<file path="config.mk">
export PLATFORM = sky130hd
export DESIGN_NAME = chan_token_ctrl
export DESIGN_NICKNAME = d
export VERILOG_FILES = /design/src/rtl/chan_token_pkg.sv /design/src/rtl/rr_pick.sv /design/src/rtl/chan_token_ctrl.sv
export SDC_FILE = /design/constraint.sdc
export NUM_CORES = 1
export LEC_CHECK = 0
export CAP_MARGIN = 10
export CORE_ASPECT_RATIO = 0.9
export CORE_MARGIN = 4
export CORE_UTILIZATION = 48
export DETAILED_ROUTE_END_ITERATION = 16
export PLACE_DENSITY_LB_ADDON = 0.05
export RECOVER_POWER = 50
export SLEW_MARGIN = 10
export SYNTH_ARGS = -nofsm -noshare
export SYNTH_HDL_FRONTEND = slang
export SYNTH_SLANG_ARGS = --single-unit
</file>
<file path="constraint.sdc">
create_clock -name CK -period 3.61 [get_ports CK]
set_clock_uncertainty 0.2 [all_clocks]
set_input_delay 0.5415 -clock CK [delete_from_list [all_inputs] [get_ports CK]]
set_output_delay 0.5415 -clock CK [all_outputs]
set_load 0.02 [all_outputs]
</file>
<file path="src/rtl/chan_token_pkg.sv">
// Shared state encoding and arbitration-mode constants for the channel token controller.
package chan_token_pkg;
  typedef enum logic {
    ST_IDLE  = 1'b0,
    ST_GRANT = 1'b1
  } state_e;

  localparam logic MODE_RR    = 1'b0;
  localparam logic MODE_FIXED = 1'b1;
endpackage

</file>
<file path="src/rtl/rr_pick.sv">
// Combinational wrap-around priority search: round-robin from ptr, or lowest index in fixed mode.
module rr_pick
  import chan_token_pkg::*;
#(
  parameter int NCH = 8,
  parameter int PW  = $clog2(NCH)
) (
  input  logic [NCH-1:0] req,
  input  logic [PW-1:0]  ptr,
  input  logic           mode,
  output logic [NCH-1:0] win,
  output logic           valid
);

  logic          found;
  logic [PW-1:0] sel;
  int            s;

  always_comb begin
    win   = '0;
    found = 1'b0;
    sel   = '0;
    s     = 0;
    for (int k = 0; k < NCH; k++) begin
      s = (mode == MODE_FIXED) ? k : int'(ptr) + k;
      if (s >= NCH) s = s - NCH;
      sel = PW'(s);
      if (!found && req[sel]) begin
        win[sel] = 1'b1;
        found    = 1'b1;
      end
    end
    valid = |req;
  end

endmodule

</file>
<file path="src/rtl/chan_token_ctrl.sv">
// Channel token controller: grants one requesting channel for HOLD_LEN+1 cycles,
// with round-robin or fixed-priority arbitration and gated data output.
//
//   state    | meaning
//   ST_IDLE  | no grant; arbitrate when EN=1 and any REQ set
//   ST_GRANT | one channel holds the token; counter runs down to release
module chan_token_ctrl
  import chan_token_pkg::*;
#(
  parameter int NCH    = 8,
  parameter int HOLD_W = 4,
  parameter int PW     = $clog2(NCH)
) (
  input  logic              CK,
  input  logic              RN,
  input  logic              EN,
  input  logic              MODE,
  input  logic [HOLD_W-1:0] HOLD_LEN,
  input  logic [NCH-1:0]    REQ,
  input  logic [NCH-1:0]    DAT,
  output logic [NCH-1:0]    GNT,
  output logic [NCH-1:0]    OUT,
  output logic              BUSY,
  output logic [PW-1:0]     PTR
);

  state_e            state_q, state_d;
  logic [NCH-1:0]    gnt_q, gnt_d;
  logic [NCH-1:0]    out_q, out_d;
  logic [PW-1:0]     ptr_q, ptr_d;
  logic [HOLD_W-1:0] cnt_q, cnt_d;
  logic              mode_q, mode_d;

  logic [NCH-1:0]    win;
  logic              win_valid;
  logic [PW-1:0]     gidx;
  logic [PW-1:0]     ptr_adv;

  rr_pick #(.NCH(NCH), .PW(PW)) u_pick (
    .req   (REQ),
    .ptr   (ptr_q),
    .mode  (MODE),
    .win   (win),
    .valid (win_valid)
  );

  always_comb begin
    gidx = '0;
    for (int i = 0; i < NCH; i++) begin
      if (gnt_q[i]) gidx = PW'(i);
    end
    ptr_adv = (gidx == PW'(NCH - 1)) ? '0 : gidx + PW'(1);
  end

  always_comb begin
    state_d = state_q;
    gnt_d   = gnt_q;
    ptr_d   = ptr_q;
    cnt_d   = cnt_q;
    mode_d  = mode_q;
    out_d   = gnt_q & DAT;
    case (state_q)
      ST_IDLE: begin
        if (EN && win_valid) begin
          state_d = ST_GRANT;
          gnt_d   = win;
          cnt_d   = HOLD_LEN;
          mode_d  = MODE;
        end
      end
      ST_GRANT: begin
        // Abort wins over release and leaves the pointer where it was.
        if (!EN) begin
          state_d = ST_IDLE;
          gnt_d   = '0;
          cnt_d   = '0;
        end else if ((gnt_q & REQ) == '0 || cnt_q == '0) begin
          state_d = ST_IDLE;
          gnt_d   = '0;
          cnt_d   = '0;
          if (mode_q == MODE_RR) ptr_d = ptr_adv;
        end else begin
          cnt_d = cnt_q - HOLD_W'(1);
        end
      end
      default: begin
        state_d = ST_IDLE;
        gnt_d   = '0;
        cnt_d   = '0;
      end
    endcase
  end

  always_ff @(posedge CK or negedge RN) begin
    if (!RN) begin
      state_q <= ST_IDLE;
      gnt_q   <= '0;
      out_q   <= '0;
      ptr_q   <= '0;
      cnt_q   <= '0;
      mode_q  <= MODE_RR;
    end else begin
      state_q <= state_d;
      gnt_q   <= gnt_d;
      out_q   <= out_d;
      ptr_q   <= ptr_d;
      cnt_q   <= cnt_d;
      mode_q  <= mode_d;
    end
  end

  assign GNT  = gnt_q;
  assign OUT  = out_q;
  assign BUSY = (state_q == ST_GRANT);
  assign PTR  = ptr_q;

endmodule

</file>
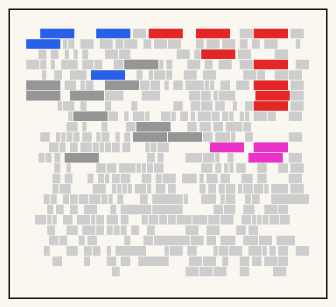
(sequential cells colored by netlist name)
Other sequential cells in the stronger gray, the rest of the logic in the fainter gray.
legend:
  `PTR`:
    color: magenta
    flops: 3
  `cnt_q`:
    color: blue
    flops: 4
    where: top left
  `OUT`:
    color: red
    flops: 8
    where: top right
not colored: 10

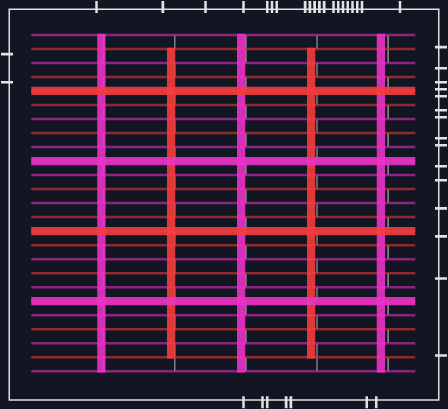
(power grid)
Pins as bars on the die edge. Tap cells in gray.
legend:
  VDD:
    color: red
  VSS:
    color: magenta
met1 rails: 25
tap cells: 65

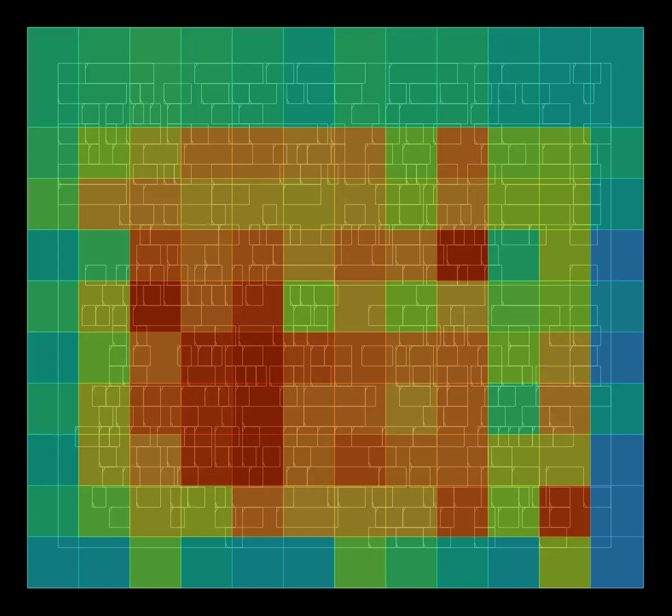
(routing congestion)
final cell utilization of the core: 0.637
global-route total usage across every layer: 0.261
met3 demand-to-capacity share in global routing: 0.0724

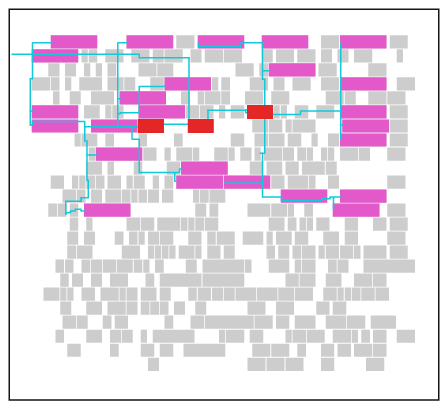
(clock distribution)
legend:
  cells driving clock nets:
    color: red
    count: 3
  clock wires:
    color: cyan
    length: 311 µm
  flip-flops:
    color: magenta
    count: 25
routed clock nets: 4

==> out/results.ini <==
[timing]
setup_tns_ns = 0
hold_viol_final = 0
finalHoldWorstSlack_ns = 0.299
post-route-worst-setup-slack_ns = 0.297
timing.final.setup_violations = 0
finalCriticalPeriod_ns = 3.31
relative_slew_slack = 0.0976
finalClockPeriodUsage = 0.918
grt_setup_unrepaired = false

[pwr]
power_switching_share = 0.503
max-vdd-ir-drop_v = 0.000352
power.total_mw = 2.23
power.share.combinational = 0.722
pwr_density_cell_nw_per_um2 = 720
cellLeakagePower_nw = 1.25
power.clock.fraction = 0.075
intPower_mw = 1.11
power.share.sequential = 0.204

[critical_path]
crit_path_max_fanout = 8
endpoint = GNT[7]
r2r_path_start = PTR[1]
crit-reg2reg-capture = GNT[7]
worstPathBufferInverterCount = 0
critPathRequiredTime_ns = 3.54
category_of_cells_accounting_for_the_largest_share_of_critical_path_delay = multiplexers
critical_path.slowest_cell = sky130_fd_sc_hd__mux4_1
crit_path_max_incr_delay_ns = 0.74
cp_cell_sequence = ha_1 -> xnor2_4 -> or2_1 -> mux4_1 -> and4_1 -> o2111a_1 -> a2111oi_0 -> o211ai_1
stages_on_the_worst_setup_path = 8
worstSetupPathType = reg -> reg
critical_path.startpoint_type = flop
reg_to_reg_setup_timing_slack_ns = 0.30
endpoint_kind = flop

[detailed_routing]
detail_route.first_pass.iterations = 6
drc = 0
vias_per_cell = 6.45
drt_iter0_markers = 274
total_number_of_vias = 2658
finalWirelength_um = 8180

[yosys]
synth.cell_area_um2 = 2430
synthesis.yosys.warnings = 0
postSynthCellCount = 289
yosys.stat.chipArea_um2 = 2430
synthesized_netlist_net_count = 319
syn_avg_cell_area_um2 = 8.42
synth-async-reset-ratio = 1.00
postSynthSeqShare = 0.257
ys_ff = 25
synth.lib_cells_used.distinct = 55
yosys-stat-cells = 289
synth-edff-count = 0

[clock_network]
clk_pin_slew_worst_paths_ns = 0.09
cts_made_buffers = 3
cts_setup_buffers = 0
cts_max_path_buffers = 2
tritoncts_clock_tree = done
cts-resized-gates = 0
clock.latency.late_pin_ns = 0.27
ctsHoldBuffers = 0
htree_levels = 1

[global_routing]
grt_pass1_vias = 2378
grt_max_degree = 26

[floorplan]
fp.dieW_um = 83.1
coreArea_um2 = 4860
chipHeight_um = 75.6
fp_util = 0.500
die_area_um2 = 6270
num_rows = 24

[cells_and_area]
final_layout_top_logic_cell = sky130_fd_sc_hd__clkdlybuf4s50_1
mostFrequentLayoutCells = 33 x sky130_fd_sc_hd__clkdlybuf4s50_1, 28 x sky130_fd_sc_hd__buf_4, 25 x sky130_fd_sc_hd__dfrtp_1, 25 x sky130_fd_sc_hd__nor2_1, 24 x sky130_fd_sc_hd__nand2_1
n_fill_cell = 444
final_layout_size_suffix_gt1_frac = 0.130
multiInputGateArea_um2 = 1680
non_filler_cells_in_the_finished_layout = 412

[run]
tool_warnings = 28

[min_path]
min-delay-path-class = reg -> reg
whs_path_depth = 2

[place]
placer_congestion_estimate = 1.01
place.detailed.instances = 408
place_worst_setup_slack_ns = 0.0788
place.detailed.hpwl_um = 6480

[status]
outcome = complete, no violations

==> power groups by stage <==
stage / combinational, mW / sequential, mW / clock, mW
after floorplan: 1.01 / 0.475 / 0
after detailed placement: 1.56 / 0.457 / 0
after global placement: 1.56 / 0.454 / 0
after CTS: 1.57 / 0.451 / 0.168
final: 1.61 / 0.455 / 0.167
after global routing: 1.73 / 0.465 / 0.181
==> cells in the mapped netlist, types with 6 or more instances <==
master | instances | share of area
sky130_fd_sc_hd__a21oi_1 | 14 | 0.029
sky130_fd_sc_hd__a22oi_1 | 10 | 0.031
sky130_fd_sc_hd__a2bb2oi_1 | 6 | 0.022
sky130_fd_sc_hd__and2_1 | 11 | 0.028
sky130_fd_sc_hd__clkbuf_1 | 9 | 0.014
sky130_fd_sc_hd__dfrtp_1 | 25 | 0.26
sky130_fd_sc_hd__ha_1 | 6 | 0.031
sky130_fd_sc_hd__mux2i_1 | 16 | 0.066
sky130_fd_sc_hd__nand2_1 | 24 | 0.037
sky130_fd_sc_hd__nand3_1 | 13 | 0.027
sky130_fd_sc_hd__nor2_1 | 25 | 0.039
sky130_fd_sc_hd__nor3_1 | 13 | 0.027
sky130_fd_sc_hd__nor3b_1 | 9 | 0.028
sky130_fd_sc_hd__o21ai_0 | 11 | 0.023
sky130_fd_sc_hd__o22ai_1 | 6 | 0.015
==> cells by family (layout without fill, tap and decap cells) <==
logic type | count (synthesis) | after routing | synth area share
AOI/OAI and AO/OA | 75 | 75 | 0.214
DFF | 25 | 25 | 0.257
adders and majority gates | 6 | 6 | 0.0308
buffers and inverters | 25 | 83 | 0.0535
and+or+nand+nor | 126 | 126 | 0.273
muxes | 27 | 27 | 0.146
xor gates and xnor gates | 5 | 5 | 0.0257
==> layout make-up <==
class	count	share of cell area
Timing Repair Buffer	72	0.208
Tap cell	65	0.0262
Clock buffer	4	0.0145
Inverter	7	0.00847
Multi-Input combinational cell	239	0.541
Sequential cell	25	0.202
==> tightest hold or removal path: cells and delay by family (launching register included) <==
kind,cells,cell delay [ns]
AND-OR/OR-AND,1,0.06
flip-flops,1,0.35
AND/OR/NAND/NOR,1,0.05
==> layer usage <==
layer	global-route usage	up-vias	part of all wire
li1	-	1222	-
met1	0.369	1251	0.43
met2	0.409	161	0.43
met3	0.0724	24	0.12
met4	0.0472	0	0.025
met5	0	-	0
==> worst min-delay path by stage <==
stage / from / end
floorplan: RN / BUSY
global placement: mode_q / mode_q
detailed placement: mode_q / mode_q
CTS: mode_q / mode_q
global route: mode_q / mode_q
finish: mode_q / mode_q
==> registers in the layout (all words and copies together), names as in the netlist <==
signal	flops
cnt_q	4
OUT	8
mode_q	1
PTR	3
BUSY	1
GNT	8
==> stage by stage <==
stage	utilization	instance area (µm²)
6_report	0.637	3100
2_1_floorplan	-	2440
3_5_place_dp	0.629	3060
3_3_place_gp	0.629	3060
4_1_cts	0.638	3100
5_1_grt	0.637	3100
Power is estimated from default activity; no workload was simulated.
